==> run_1/clock_nets.png <==
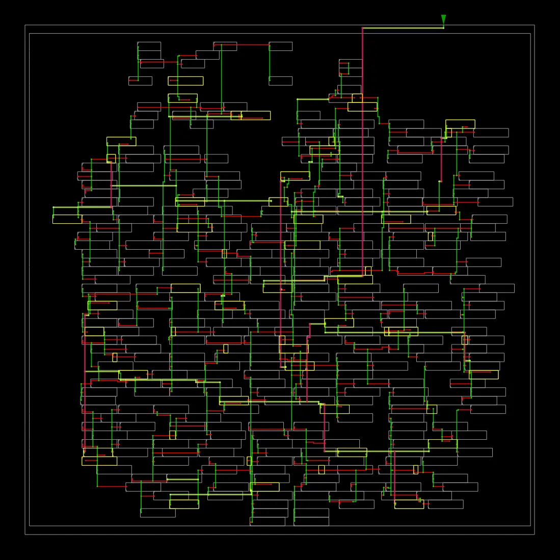
==> run_1/sizing.png <==
(1.5 px per um)
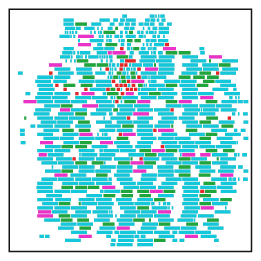
==> run_1/class_map.png <==
(3 px per um)
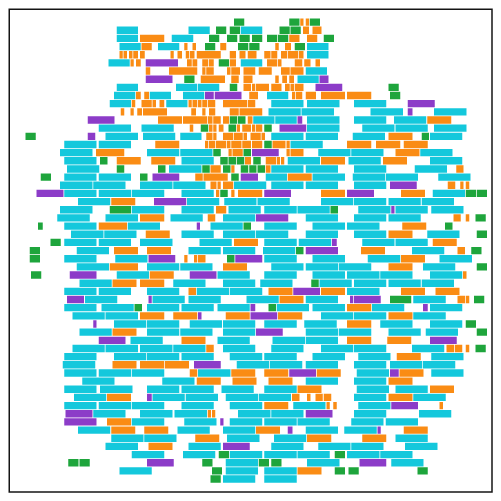
<file path="src/rtl/pe_act_reg_file_pkg.sv">
// Shared defaults and types for the PE activation register file.
// The controller read mux imports the same widths, so both sides agree on the address width.
package pe_act_reg_file_pkg;

  localparam int ACT_NUM_DEF    = 16;
  localparam int ACT_WIDTH_DEF  = 16;
  localparam int ADDR_WIDTH_DEF = 4;

  // Selects where the registered read data comes from on the cycle after a read.
  typedef enum logic [1:0] {
    RD_SRC_ZERO = 2'd0,
    RD_SRC_MEM  = 2'd1,
    RD_SRC_BYP  = 2'd2
  } rd_src_e;

  function automatic logic addr_in_range(input int addr, input int depth);
    return addr < depth;
  endfunction

endpackage

</file>
<file path="src/rtl/pe_act_mem.sv">
// Raw activation storage: one write port, one registered read port, no reset on data.
// Can be built from a register array or mapped onto a memory macro.
module pe_act_mem
  import pe_act_reg_file_pkg::*;
#(
  parameter int DEPTH = ACT_NUM_DEF,
  parameter int WIDTH = ACT_WIDTH_DEF,
  parameter int AW    = ADDR_WIDTH_DEF
) (
  input  logic             clk,
  input  logic             we,
  input  logic [AW-1:0]    waddr,
  input  logic [WIDTH-1:0] wdata,
  input  logic             re,
  input  logic [AW-1:0]    raddr,
  output logic [WIDTH-1:0] rdata
);

  logic [WIDTH-1:0] mem_q [DEPTH];
  logic [WIDTH-1:0] rdata_q;

  always_ff @(posedge clk) begin
    if (we) mem_q[waddr] <= wdata;
    if (re) rdata_q <= mem_q[raddr];
  end

  assign rdata = rdata_q;

endmodule

</file>
<file path="src/rtl/pe_act_reg_file.sv">
// PE activation register file: storage plus per-layer valid bitmap, load counter,
// same-cycle write-first bypass and miss reporting for the controller's read mux.
module pe_act_reg_file
  import pe_act_reg_file_pkg::*;
#(
  parameter int ACT_NUM    = ACT_NUM_DEF,
  parameter int ACT_WIDTH  = ACT_WIDTH_DEF,
  parameter int ADDR_WIDTH = ADDR_WIDTH_DEF
) (
  input  logic                  clk,
  input  logic                  rst,
  input  logic                  clear,
  input  logic                  in_act_write_en,
  input  logic [ADDR_WIDTH-1:0] in_act_write_addr,
  input  logic [ACT_WIDTH-1:0]  in_act_write_data,
  input  logic                  in_act_read_en,
  input  logic [ADDR_WIDTH-1:0] in_act_read_addr,
  output logic [ACT_WIDTH-1:0]  in_act_read_data,
  output logic                  in_act_read_valid,
  output logic                  in_act_read_miss,
  output logic [ADDR_WIDTH:0]   in_act_load_cnt,
  output logic                  in_act_loaded
);

  localparam logic [ADDR_WIDTH:0] ACT_NUM_CNT = (ADDR_WIDTH+1)'(ACT_NUM);

  logic                 wr_ok, rd_ok, rd_byp;
  logic [ACT_NUM-1:0]   vld_bits_q, vld_bits_d;
  logic [ADDR_WIDTH:0]  cnt_q, cnt_d;
  logic                 loaded_q, loaded_d;
  logic                 rd_vld_q, rd_vld_d;
  logic                 rd_miss_q, rd_miss_d;
  rd_src_e              rd_src_q, rd_src_d;
  logic [ACT_WIDTH-1:0] byp_data_q, byp_data_d;
  logic [ACT_WIDTH-1:0] mem_rdata;

  always_comb begin
    wr_ok  = in_act_write_en && !clear
             && addr_in_range(int'(in_act_write_addr), ACT_NUM);
    rd_ok  = in_act_read_en && addr_in_range(int'(in_act_read_addr), ACT_NUM);
    rd_byp = rd_ok && wr_ok && (in_act_write_addr == in_act_read_addr);

    vld_bits_d = vld_bits_q;
    cnt_d      = cnt_q;
    if (clear) begin
      vld_bits_d = '0;
      cnt_d      = '0;
    end else if (wr_ok) begin
      vld_bits_d[in_act_write_addr] = 1'b1;
      if (!vld_bits_q[in_act_write_addr]) cnt_d = cnt_q + (ADDR_WIDTH+1)'(1);
    end
    loaded_d = (cnt_d == ACT_NUM_CNT);

    // Read response is decided now; the data source is held until the next read.
    rd_vld_d   = in_act_read_en;
    rd_miss_d  = 1'b0;
    rd_src_d   = rd_src_q;
    byp_data_d = byp_data_q;
    if (in_act_read_en) begin
      if (!rd_ok) begin
        rd_miss_d = 1'b1;
        rd_src_d  = RD_SRC_ZERO;
      end else if (rd_byp) begin
        rd_src_d   = RD_SRC_BYP;
        byp_data_d = in_act_write_data;
      end else begin
        rd_src_d  = RD_SRC_MEM;
        rd_miss_d = !vld_bits_q[in_act_read_addr];
      end
    end
  end

  always_ff @(posedge clk) begin
    if (rst) begin
      vld_bits_q <= '0;
      cnt_q      <= '0;
      loaded_q   <= 1'b0;
      rd_vld_q   <= 1'b0;
      rd_miss_q  <= 1'b0;
      rd_src_q   <= RD_SRC_ZERO;
    end else begin
      vld_bits_q <= vld_bits_d;
      cnt_q      <= cnt_d;
      loaded_q   <= loaded_d;
      rd_vld_q   <= rd_vld_d;
      rd_miss_q  <= rd_miss_d;
      rd_src_q   <= rd_src_d;
    end
  end

  always_ff @(posedge clk) begin
    byp_data_q <= byp_data_d;
  end

  pe_act_mem #(
    .DEPTH (ACT_NUM),
    .WIDTH (ACT_WIDTH),
    .AW    (ADDR_WIDTH)
  ) u_mem (
    .clk   (clk),
    .we    (wr_ok && !rst),
    .waddr (in_act_write_addr),
    .wdata (in_act_write_data),
    .re    (rd_ok && !rd_byp && !rst),
    .raddr (in_act_read_addr),
    .rdata (mem_rdata)
  );

  always_comb begin
    in_act_read_data = '0;
    case (rd_src_q)
      RD_SRC_MEM: in_act_read_data = mem_rdata;
      RD_SRC_BYP: in_act_read_data = byp_data_q;
      default:    in_act_read_data = '0;
    endcase
  end

  assign in_act_read_valid = rd_vld_q;
  assign in_act_read_miss  = rd_miss_q;
  assign in_act_load_cnt   = cnt_q;
  assign in_act_loaded     = loaded_q;

endmodule
</file>
<file path="config.mk">
export PLATFORM = sky130hd
export DESIGN_NAME = pe_act_reg_file
export DESIGN_NICKNAME = d
export VERILOG_FILES = /design/src/rtl/pe_act_reg_file_pkg.sv /design/src/rtl/pe_act_mem.sv /design/src/rtl/pe_act_reg_file.sv
export SDC_FILE = /design/constraint.sdc
export NUM_CORES = 1
export LEC_CHECK = 0
export CORE_UTILIZATION = 49
export DETAILED_ROUTE_END_ITERATION = 8
export HOLD_SLACK_MARGIN = 0.03
export PLACE_DENSITY = 0.78
export SETUP_SLACK_MARGIN = 0.2
export SYNTH_ARGS = -nofsm -noshare
export SYNTH_HDL_FRONTEND = slang
export SYNTH_SLANG_ARGS = --single-unit
</file>
<file path="constraint.sdc">
create_clock -name clk -period 3.4 [get_ports clk]
set_clock_uncertainty 0.1 [all_clocks]
set_input_delay 0.34 -clock clk [delete_from_list [all_inputs] [get_ports clk]]
set_output_delay 0.34 -clock clk [all_outputs]
set_load 0.005 [all_outputs]
</file>
==> flow_metrics.tcl, run 1 <==
# yosys + openroad results
set metrics [dict create \
    cts_tree "yes" \
    most-common-layout-cells "288 x edfxtp_1, 84 x mux4_2, 50 x clkdlybuf4s50_1, 47 x nor2_1, 33 x buf_4" \
    p_seq_share_pct 52.8 \
    nets 713 \
    synth_top_area_share_pct 70.3 \
    path_buffers 3 \
    grt_max_degree 58 \
    crit_fanout 9 \
    post_cts_resized 0 \
    holdWs_ns 0.393 \
    area_leaders "edfxtp_1 70%, mux4_2 15%, dfxtp_1 4.2%, nor2_1 1.4%, a22oi_1 1.0%" \
    ys_cells 598 \
    outcome "finished clean" \
    clockRootBuffer "clkbuf_16" \
    syn_nets 630 \
    drt-initial-drc-count 565 \
    dp_hpwl_um 15200 \
    internal-power_mw 6.44 \
    final_hold_viol_count 0 \
    cp-end-kind "primary output" \
    die_h_um 160 \
    drive_above_1_share_pct 26.1 \
    worstHoldPathType "reg2reg" \
    rrSetupSlack_ns 1.67 \
    p_seq_mw 4.26 \
    fin_area_um2 14400 \
    cts_max_level 1 \
    routed_wl_um 25300 \
    relSlewSlack_pct 46.6 \
    p_clk_share_pct 42.3 \
    warnings 27 \
    comb_cell_power_mw 0.390 \
    grt_pass1_wl_um 38500 \
    drt_pass1_iterations 5 \
    holdBufCountCts 0 \
    rsz0062_at_grt "false" \
    wl_per_cell_um 24.6 \
    antennaDiodeCount 0 \
    io_buffers 52 \
    cts_max_path_buffers 3 \
    swShare_pct 20.2 \
    combPwrFrac_pct 4.8 \
    die_w_um 160 \
    dieArea_um2 25700 \
    dp_slack_ns 0.680 \
    edf_count 288 \
    p_total_mw 8.07 \
    grt_pass1_vias 6485 \
    synthArstFlopShare_pct 0 \
    placed_cells 973 \
    stdcell_count 1029 \
    p_leak_nw 4.56 \
    fp_util_pct 50.3 \
    grt_overflow_total 0 \
    wl_met2_um 13000 \
    cp.arrival_ns 2.53 \
    top_area_cell "edfxtp_1" \
    routabilityCongestion 0.833 \
    fin_crit_sh_pct 87.4 \
    core_area_um2 24500 \
    yosys_warnings 0 \
    largestPowerGroup "sequential cells" \
    fin_crit_ns 2.97 \
    cts.reportedPaths.clkPinSlew_ns 0.06 \
    critPathKind "reg2out" \
    rows 57 \
    ys_types 39 \
    cts_buffers 30 \
    insertion_delay_ns 0.56 \
    wl_met3_um 1790 \
    grtUsageTotal_pct 20.2 \
    dpl_cell_area_um2 13400 \
    remaining_drc_errors 0 \
    synth_chip_area_um2 12300 \
]
About clock_nets.png:
clk sinks: 314
Clk. pwr: 3.41 mW
flip-flops: 314

About sizing.png:
Cyan marks x1 and smaller, cells 521, share 74%. Magenta marks x6 and larger, cells 40, share 5.7%. Green marks x2, cells 107, share 15%. Red marks x3 and x4, cells 37, share 5.2%.

About class_map.png:
Cyan marks registers, cells 314, share of their area 66%. Green marks remaining buffers and delay cells, cells 86, share of their area 5.7%. Purple marks clock drivers and dummy loads, cells 56, share of their area 7.4%. Orange marks remaining logic cells, cells 249, share of their area 21%.

==> run 1: cell type report <==
class,instances,area [um^2]
well taps,324,405
inverters,3,11.3
fillers,1703,10100
multi-input cells,246,2990
flip-flops and latches,314,9170
clock buffers,31,754
repair buffers,86,793
clock inverters,25,278
==> run 1: logic make-up after synthesis <==
logic type / after synthesis / synth area share (%)
xor+xnor: 6 / 0.427
mux: 96 / 16.9
simple gates: 103 / 4.25
compound gates: 38 / 2.06
fa+ha+maj: 3 / 0.305
flops: 314 / 74.6
buf+inv: 38 / 1.52
==> run 1: registers in the layout (all words and copies together), names as in the netlist <==
name / count
byp_data_q: 16
in_act_load_cnt: 5
in_act_loaded: 1
in_act_read_miss: 1
in_act_read_valid: 1
rd_src_q: 2
u_mem.mem_q: 256
u_mem.rdata: 16
vld_bits_q: 16
==> run 1: cells in the mapped netlist (7+ instances only) <==
| master | n |
|---|---|
| dfxtp_1 | 26 |
| or3_1 | 7 |
| mux2i_1 | 8 |
| a21oi_1 | 16 |
| nand2_1 | 8 |
| mux4_2 | 84 |
| nor3_1 | 11 |
| edfxtp_1 | 288 |
| a22oi_1 | 17 |
| nor2_1 | 47 |
| clkbuf_1 | 18 |
| buf_2 | 10 |
==> run 1: worst min-delay path, cell delays in order, from the launching register on <==
cell     delay (ns)
dfxtp_1        0.34
a21oi_1        0.05
nor2_1         0.07
==> run 1: per-layer routing <==
layer	vias up	track usage [%]
met5	-	0
met4	0	7.14
met3	50	3.56
met2	277	34.3
met1	3188	26.4
li1	2645	-
==> run 1: final timing paths <==
kind,startpoint,to,cells past startpoint
worst max register to register,u_mem.mem_q[12][7],u_mem.rdata[7],2
worst min-delay path,vld_bits_q[5],vld_bits_q[5],2
worst min register to register,vld_bits_q[5],vld_bits_q[5],2
worst max-delay path,rd_src_q[1],in_act_read_data[1],6
==> run 1 -> run 2 <==
--- a/config.mk
+++ b/config.mk
@@ -10,6 +10,7 @@
 export HOLD_SLACK_MARGIN = 0.03
 export PLACE_DENSITY = 0.78
 export SETUP_SLACK_MARGIN = 0.2
+export SLEW_MARGIN = 20
 export SYNTH_ARGS = -nofsm -noshare
 export SYNTH_HDL_FRONTEND = slang
 export SYNTH_SLANG_ARGS = --single-unit
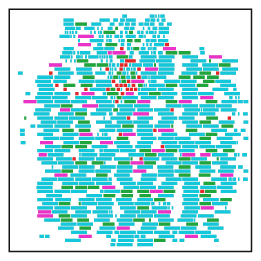
(run_2/sizing.png)
(1.5 px per um)
Green marks x2, cells 107, share 15%. Magenta marks x6 and larger, cells 40, share 5.7%. Red marks x3 and x4, cells 37, share 5.2%. Cyan marks x1 and smaller, cells 521, share 74%.

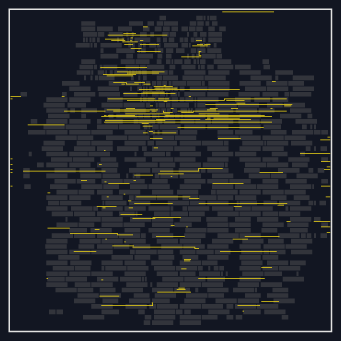
(run_2/m3.png)
(2 px per um)
The wires run mostly horizontal. The longest straight run is 85.1 um.

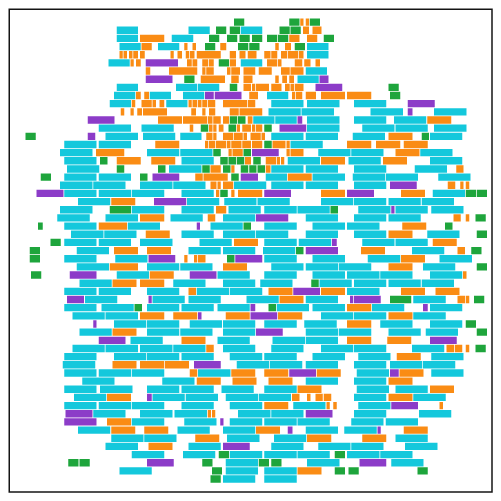
(run_2/class_map.png)
(3 px per um)
Orange marks remaining logic cells, cells 249, share of their area 21%. Green marks remaining buffers and delay cells, cells 86, share of their area 5.7%. Cyan marks registers, cells 314, share of their area 66%. Purple marks clock drivers and dummy loads, cells 56, share of their area 7.4%.

==> flow_metrics.tcl, run 2 <==
# yosys + openroad results
set metrics [dict create \
    outcome "finished clean" \
    p_clk_share_pct 42.3 \
    largest_reg_flops 256 \
    most-common-layout-cells "288 x edfxtp_1, 84 x mux4_2, 50 x clkdlybuf4s50_1, 47 x nor2_1, 33 x buf_4" \
    combPwrFrac_pct 4.8 \
    worst_pin_slew_ns 0.800 \
    drt-initial-drc-count 565 \
    switchingPower_mw 1.63 \
    routabilityCongestion 0.833 \
    warnings 27 \
    avgSynthCellArea_um2 20.6 \
    setup.worst_path.start "rd_src_q[1]" \
    p_seq_share_pct 52.8 \
    grtUsageTotal_pct 20.2 \
    holdBufCountCts 0 \
    remaining_drc_errors 0 \
    rrSetupSlack_ns 1.67 \
    drt_pass1_iterations 5 \
    dp_hpwl_um 15200 \
    ys_cells 598 \
    cts_tree "yes" \
    grt_pass1_vias 6485 \
    r2r_cells 2 \
    cts_max_path_buffers 3 \
    die_h_um 160 \
    final_hold_viol_count 0 \
    p_total_mw 8.07 \
    cts_buffers 30 \
    ys_ff 314 \
    rsz0062_at_grt "false" \
    io_pins 53 \
    internal-power_mw 6.44 \
    dp_slack_ns 0.680 \
    core_area_um2 24500 \
    insertion_delay_ns 0.56 \
    ys_types 39 \
    syn_nets 630 \
    antennaDiodeCount 0 \
    cp.arrival_ns 2.53 \
    grt_overflow_total 0 \
    drive_above_1_share_pct 26.1 \
    min-delay-start "vld_bits_q[5]" \
    grt_max_degree 58 \
    postSynthSeqShare_pct 74.6 \
    cts.reportedPaths.clkPinSlew_ns 0.06 \
    final_max_slew_viol_count 0 \
    crit_fanout 9 \
    top_register "u_mem.mem_q" \
    fin_crit_ns 2.97 \
    routed_wl_um 25300 \
    hold-path-cell-count 2 \
    fin_crit_sh_pct 87.4 \
    top_area_cell "edfxtp_1" \
    worstHoldPathType "reg2reg" \
    nets 713 \
    critPathKind "reg2out" \
    swShare_pct 20.2 \
    cts_max_level 1 \
    p_leak_nw 4.56 \
    top_cells_by_count "288 x edfxtp_1, 84 x mux4_2, 47 x nor2_1" \
    r2r-start "u_mem.mem_q[12][7]" \
    synth_top_cell_by_count "edfxtp_1" \
    wl_per_cell_um 24.6 \
    synthArstFlopShare_pct 0 \
    grt_pass1_wl_um 38500 \
    synth_top_area_share_pct 70.3 \
    area_leaders "edfxtp_1 70%, mux4_2 15%, dfxtp_1 4.2%, nor2_1 1.4%, a22oi_1 1.0%" \
    r2r_end "u_mem.rdata[7]" \
    relSlewSlack_pct 46.6 \
    synth_chip_area_um2 12300 \
    rows 57 \
    clockRootBuffer "clkbuf_16" \
    clock-sinks 314 \
    fin_setup_tns_ns 0 \
    holdWs_ns 0.393 \
    path_buffers 3 \
    die_w_um 160 \
    yosys_warnings 0 \
    io_buffers 52 \
    final-setup-viol-count 0 \
    post_cts_resized 0 \
    cp-end-kind "primary output" \
    ff_type "edfxtp_1" \
    dieArea_um2 25700 \
    worstHoldEndpoint "vld_bits_q[5]" \
    edf_count 288 \
    fp_util_pct 50.3 \
]
## run 2: power groups by stage
| stage | clock network [mW] | registers [mW] | logic [mW] |
|---|---|---|---|
| floorplan | 0 | 4.34 | 0.230 |
| CTS | 3.47 | 4.26 | 0.394 |
| detailed placement | 0 | 4.35 | 0.392 |
| global placement | 0 | 4.34 | 0.379 |
| finish | 3.41 | 4.26 | 0.390 |
| global route | 3.63 | 4.26 | 0.418 |
## run 2: worst max-delay path by stage
stage | to | cells past startpoint
after global routing | in_act_read_data[14] | 6
final | in_act_read_data[1] | 6
after CTS | in_act_read_data[14] | 6
after floorplan | u_mem.rdata[0] | 6
after global placement | in_act_load_cnt[4] | 5
after detailed placement | in_act_load_cnt[4] | 5
## run 2: through the flow
stage,instances,instance area (um^2)
2_1_floorplan,598,12300
3_3_place_gp,973,13400
3_5_place_dp,973,13400
4_1_cts,1029,14400
5_1_grt,1029,14400
6_report,1029,14400
## run 2: routing by layer
metal  part of all wire, %  GRT usage (%)  vias up  wire length, um
li1                      -              -     2645                -
met1                    39           26.4     3188             9810
met2                    51           34.3      277            13000
met3                   7.1           3.56       50             1790
met4                   2.6           7.14        0              664
met5                     0              0        -                0
## run 2: cells by family after synthesis
| family | count (synthesis) | synth area share (%) |
|---|---|---|
| adder cells (fa/ha/maj) | 3 | 0.305 |
| multiplexers | 96 | 16.9 |
| AND-OR/OR-AND | 38 | 2.06 |
| flip-flops | 314 | 74.6 |
| XOR/XNOR | 6 | 0.427 |
| AND/OR/NAND/NOR | 103 | 4.25 |
| buffers and inverters | 38 | 1.52 |
## run 2: final cells by class
cell class / instances / area, um^2
clock buffers: 31 / 754
clock inverters: 25 / 278
fillers: 1703 / 10100
inverters: 3 / 11.3
multi-input cells: 246 / 2990
flip-flops and latches: 314 / 9170
well taps: 324 / 405
repair buffers: 86 / 793
Power is estimated from default activity; no workload was simulated.
